[config.mk]
export PLATFORM = sky130hd
export DESIGN_NAME = chunked_serial_adder_flat
export DESIGN_NICKNAME = d
export VERILOG_FILES = /design/src/rtl/chunked_serial_adder_if.sv /design/src/rtl/chunked_serial_adder.sv /design/src/flat_wrapper.sv
export SDC_FILE = /design/constraint.sdc
export NUM_CORES = 1
export LEC_CHECK = 0
export ABC_CLOCK_PERIOD_IN_PS = 8550
export CORE_MARGIN = 2
export CORE_UTILIZATION = 25
export CTS_CLUSTER_DIAMETER = 60
export DETAILED_ROUTE_END_ITERATION = 10
export PLACE_DENSITY_LB_ADDON = 0.05
export SLEW_MARGIN = 40
export SYNTH_ARGS = -nofsm -noshare
export SYNTH_HDL_FRONTEND = slang
export SYNTH_SLANG_ARGS = --single-unit
[constraint.sdc]
create_clock -name clk -period 8.55 [get_ports clk]
set_input_delay 0.855 -clock clk [delete_from_list [all_inputs] [get_ports clk]]
set_output_delay 0.855 -clock clk [all_outputs]
set_load 0.05 [all_outputs]
[src/rtl/chunked_serial_adder_if.sv]
//------------------------------------------------------------------------------
// Module      : chunked_serial_adder_if
// Description : Operand/result handshake bundle for chunked_serial_adder.
//               Optional macro CHUNKED_ADDER_SUB_EN adds the 'sub' signal.
// Revision    : 1.0 - initial release
//------------------------------------------------------------------------------
`default_nettype none

interface chunked_serial_adder_if #(
  parameter int WIDTH = 32
);
  logic             in_valid;
  logic             in_ready;
  logic [WIDTH-1:0] a;
  logic [WIDTH-1:0] b;
  logic             cin;
`ifdef CHUNKED_ADDER_SUB_EN
  logic             sub;
`endif
  logic             out_valid;
  logic             out_ready;
  logic [WIDTH-1:0] sum;
  logic             cout;
  logic             ovf;
  logic             busy;

`ifdef CHUNKED_ADDER_SUB_EN
  modport master (
    output in_valid, a, b, cin, sub, out_ready,
    input  in_ready, out_valid, sum, cout, ovf, busy
  );
  modport slave (
    input  in_valid, a, b, cin, sub, out_ready,
    output in_ready, out_valid, sum, cout, ovf, busy
  );
`else
  modport master (
    output in_valid, a, b, cin, out_ready,
    input  in_ready, out_valid, sum, cout, ovf, busy
  );
  modport slave (
    input  in_valid, a, b, cin, out_ready,
    output in_ready, out_valid, sum, cout, ovf, busy
  );
`endif
endinterface

`default_nettype wire

[src/rtl/chunked_serial_adder.sv]
//------------------------------------------------------------------------------
// Module      : chunked_serial_adder
// Description : Multi-cycle WIDTH-bit adder that processes CHUNK bits per
//               clock, rippling the carry through a register between chunks.
//               Valid/ready handshake on operands and result.
//               Optional macro CHUNKED_ADDER_SUB_EN enables a - b - cin mode.
//               WIDTH must be an integer multiple of CHUNK.
// Revision    : 1.0 - initial release
//------------------------------------------------------------------------------
`default_nettype none

module chunked_serial_adder #(
  parameter int WIDTH = 32,
  parameter int CHUNK = 8
) (
  input  wire logic               clk,
  input  wire logic               rst_n,
  chunked_serial_adder_if.slave   bus
);

  localparam int NCH  = WIDTH / CHUNK;
  localparam int IDXW = (NCH > 1) ? $clog2(NCH) : 1;
  localparam logic [IDXW-1:0] LAST_IDX = IDXW'(NCH - 1);

  typedef enum logic [1:0] {
    IDLE = 2'd0,
    RUN  = 2'd1,
    DONE = 2'd2
  } state_t;

  state_t           state_q, state_d;
  logic [WIDTH-1:0] a_q, a_d;
  logic [WIDTH-1:0] b_q, b_d;
  logic             carry_q, carry_d;
  logic [IDXW-1:0]  idx_q, idx_d;
  logic [WIDTH-1:0] sum_q, sum_d;
  logic             cout_q, cout_d;
  logic             ovf_q, ovf_d;
  logic             out_valid_q, out_valid_d;
  logic             sub_q, sub_d;
  logic             sub_in;

  logic [CHUNK-1:0] a_sl;
  logic [CHUNK-1:0] b_sl;
  logic [CHUNK-1:0] b_eff;
  logic [CHUNK:0]   chunk_res;
  logic [CHUNK-1:0] s_w;
  logic             c_w;
  logic             ovf_w;

`ifdef CHUNKED_ADDER_SUB_EN
  assign sub_in = bus.sub;
`else
  assign sub_in = 1'b0;
`endif

  // Select the operand slices addressed by the current chunk index.
  always_comb begin
    a_sl = '0;
    b_sl = '0;
    for (int i = 0; i < NCH; i++) begin
      if (idx_q == IDXW'(i)) begin
        a_sl = a_q[i*CHUNK +: CHUNK];
        b_sl = b_q[i*CHUNK +: CHUNK];
      end
    end
  end

  // Subtraction reuses the adder: B inverted here, initial carry inverted at capture.
  assign b_eff     = b_sl ^ {CHUNK{sub_q}};
  assign chunk_res = {1'b0, a_sl} + {1'b0, b_eff} + {{CHUNK{1'b0}}, carry_q};
  assign s_w       = chunk_res[CHUNK-1:0];
  assign c_w       = chunk_res[CHUNK];
  // Carry into the MSB is a^b^s at that bit; overflow when it differs from carry out.
  assign ovf_w     = a_sl[CHUNK-1] ^ b_eff[CHUNK-1] ^ s_w[CHUNK-1] ^ c_w;

  // Next-state and datapath update for the IDLE/RUN/DONE sequence.
  always_comb begin
    state_d     = state_q;
    a_d         = a_q;
    b_d         = b_q;
    carry_d     = carry_q;
    idx_d       = idx_q;
    sum_d       = sum_q;
    cout_d      = cout_q;
    ovf_d       = ovf_q;
    out_valid_d = out_valid_q;
    sub_d       = sub_q;

    case (state_q)
      IDLE: begin
        if (bus.in_valid) begin
          a_d     = bus.a;
          b_d     = bus.b;
          sub_d   = sub_in;
          carry_d = bus.cin ^ sub_in;
          idx_d   = '0;
          state_d = RUN;
        end
      end

      RUN: begin
        for (int i = 0; i < NCH; i++) begin
          if (idx_q == IDXW'(i)) begin
            sum_d[i*CHUNK +: CHUNK] = s_w;
          end
        end
        carry_d = c_w;
        idx_d   = idx_q + 1'b1;
        if (idx_q == LAST_IDX) begin
          cout_d      = c_w;
          ovf_d       = ovf_w;
          out_valid_d = 1'b1;
          idx_d       = '0;
          state_d     = DONE;
        end
      end

      DONE: begin
        if (bus.out_ready) begin
          out_valid_d = 1'b0;
          state_d     = IDLE;
        end
      end

      default: begin
        out_valid_d = 1'b0;
        state_d     = IDLE;
      end
    endcase
  end

  // State and datapath registers; reset aborts any operation in flight.
  always_ff @(posedge clk or negedge rst_n) begin
    if (!rst_n) begin
      state_q     <= IDLE;
      a_q         <= '0;
      b_q         <= '0;
      carry_q     <= 1'b0;
      idx_q       <= '0;
      sum_q       <= '0;
      cout_q      <= 1'b0;
      ovf_q       <= 1'b0;
      out_valid_q <= 1'b0;
      sub_q       <= 1'b0;
    end else begin
      state_q     <= state_d;
      a_q         <= a_d;
      b_q         <= b_d;
      carry_q     <= carry_d;
      idx_q       <= idx_d;
      sum_q       <= sum_d;
      cout_q      <= cout_d;
      ovf_q       <= ovf_d;
      out_valid_q <= out_valid_d;
      sub_q       <= sub_d;
    end
  end

  assign bus.in_ready  = (state_q == IDLE);
  assign bus.busy      = (state_q == RUN);
  assign bus.out_valid = out_valid_q;
  assign bus.sum       = sum_q;
  assign bus.cout      = cout_q;
  assign bus.ovf       = ovf_q;

endmodule

`default_nettype wire

[src/flat_wrapper.sv]
// flat-port wrapper written by rule: the top's interface ports become plain ports
module chunked_serial_adder_flat 
#(
  parameter int WIDTH = 32,
  parameter int CHUNK = 8
)
  (clk, rst_n, bus_in_valid, bus_a, bus_b, bus_cin, bus_out_ready, bus_in_ready, bus_out_valid, bus_sum, bus_cout, bus_ovf, bus_busy);
  chunked_serial_adder_if #(.WIDTH(WIDTH)) bus_i ();
  input  wire logic clk;
  input  wire logic rst_n;
  input wire logic [$bits(bus_i.in_valid)-1:0] bus_in_valid;
  input wire logic [$bits(bus_i.a)-1:0] bus_a;
  input wire logic [$bits(bus_i.b)-1:0] bus_b;
  input wire logic [$bits(bus_i.cin)-1:0] bus_cin;
  input wire logic [$bits(bus_i.out_ready)-1:0] bus_out_ready;
  output wire logic [$bits(bus_i.in_ready)-1:0] bus_in_ready;
  output wire logic [$bits(bus_i.out_valid)-1:0] bus_out_valid;
  output wire logic [$bits(bus_i.sum)-1:0] bus_sum;
  output wire logic [$bits(bus_i.cout)-1:0] bus_cout;
  output wire logic [$bits(bus_i.ovf)-1:0] bus_ovf;
  output wire logic [$bits(bus_i.busy)-1:0] bus_busy;
  assign bus_i.in_valid = bus_in_valid;
  assign bus_i.a = bus_a;
  assign bus_i.b = bus_b;
  assign bus_i.cin = bus_cin;
  assign bus_i.out_ready = bus_out_ready;
  assign bus_in_ready = bus_i.in_ready;
  assign bus_out_valid = bus_i.out_valid;
  assign bus_sum = bus_i.sum;
  assign bus_cout = bus_i.cout;
  assign bus_ovf = bus_i.ovf;
  assign bus_busy = bus_i.busy;
  chunked_serial_adder #(.WIDTH(WIDTH), .CHUNK(CHUNK)) u_core (.clk(clk), .rst_n(rst_n), .bus(bus_i));
endmodule
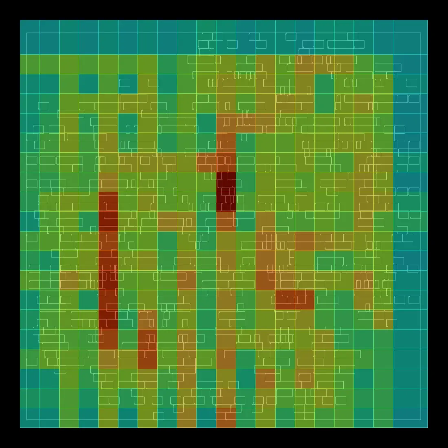
Figure 1: routing congestion.
GR Util met2: 21.15%
met3 Track Usage GR: 3.219%
final core utilization: 34.41%

==> flow_metrics.tcl <==
# yosys + openroad results
set metrics [dict create \
    status "finished, final reports clean" \
    endpoint_kind "register" \
    yosysSeqAreaShare_pct 53.73 \
    finalNonFillerCells 777 \
    combPwrFrac_pct 56.2 \
    n_tap_cell 260 \
    final-nonclk-buf-share_pct 17.57 \
    seq_cell_power_uw 889 \
    grt_max_degree 56 \
    reg2reg_depth 14 \
    timing.final.ws_setup_ns 5.187 \
    crit_path_start_kind "register" \
    ir_drop_v 0.0001220 \
    place_ws_ns 4.864 \
    cts_tree "yes" \
    worstMarginPinSlew_ns 0.6764 \
    row_count 50 \
    cp_max_fo 14 \
    ys_top_cells_by_area "dfrtp_1, mux2_2, mux2_4" \
    ys_ff 104 \
]
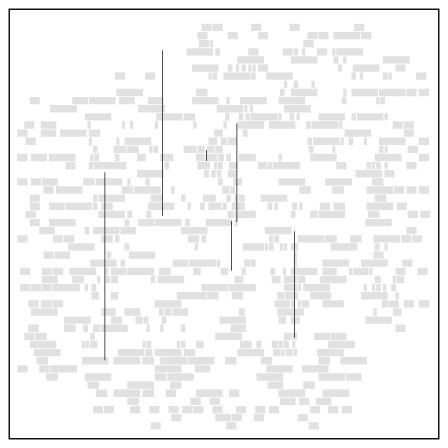
Figure 2: met4 routing.
The longest straight run is 62.6 um. 4 nets have wire on it. The wires run mostly vertical. The layer carries 205 um of wire.

[critical path, cell delays in order, from the launching register on]
cell and delay, ns:
dfrtp_1 0.43, inv_1 0.10, ha_1 0.54, nor2b_1 0.38
a221oi_1 0.13, nor3_1 0.17, a21oi_1 0.08, fa_1 0.43
inv_1 0.08, fa_1 0.20, nand3_1 0.10, nand2_1 0.12
a31oi_1 0.10, xor2_1 0.23, o21ai_0 0.13
[per-layer routing]
layer	vias to the layer above	GRT usage, %
met4	0	4.065
met5	-	0
met1	1644	18.41
li1	1636	-
met3	15	3.219
met2	91	21.15
[logic make-up after synthesis]
family,after synthesis,share of synthesized area [%]
flops,104,53.73
mux,69,18.11
compound gates,94,10.57
fa+ha+maj,13,3.668
xor+xnor,7,1.421
simple gates,98,9.249
buf+inv,30,3.255
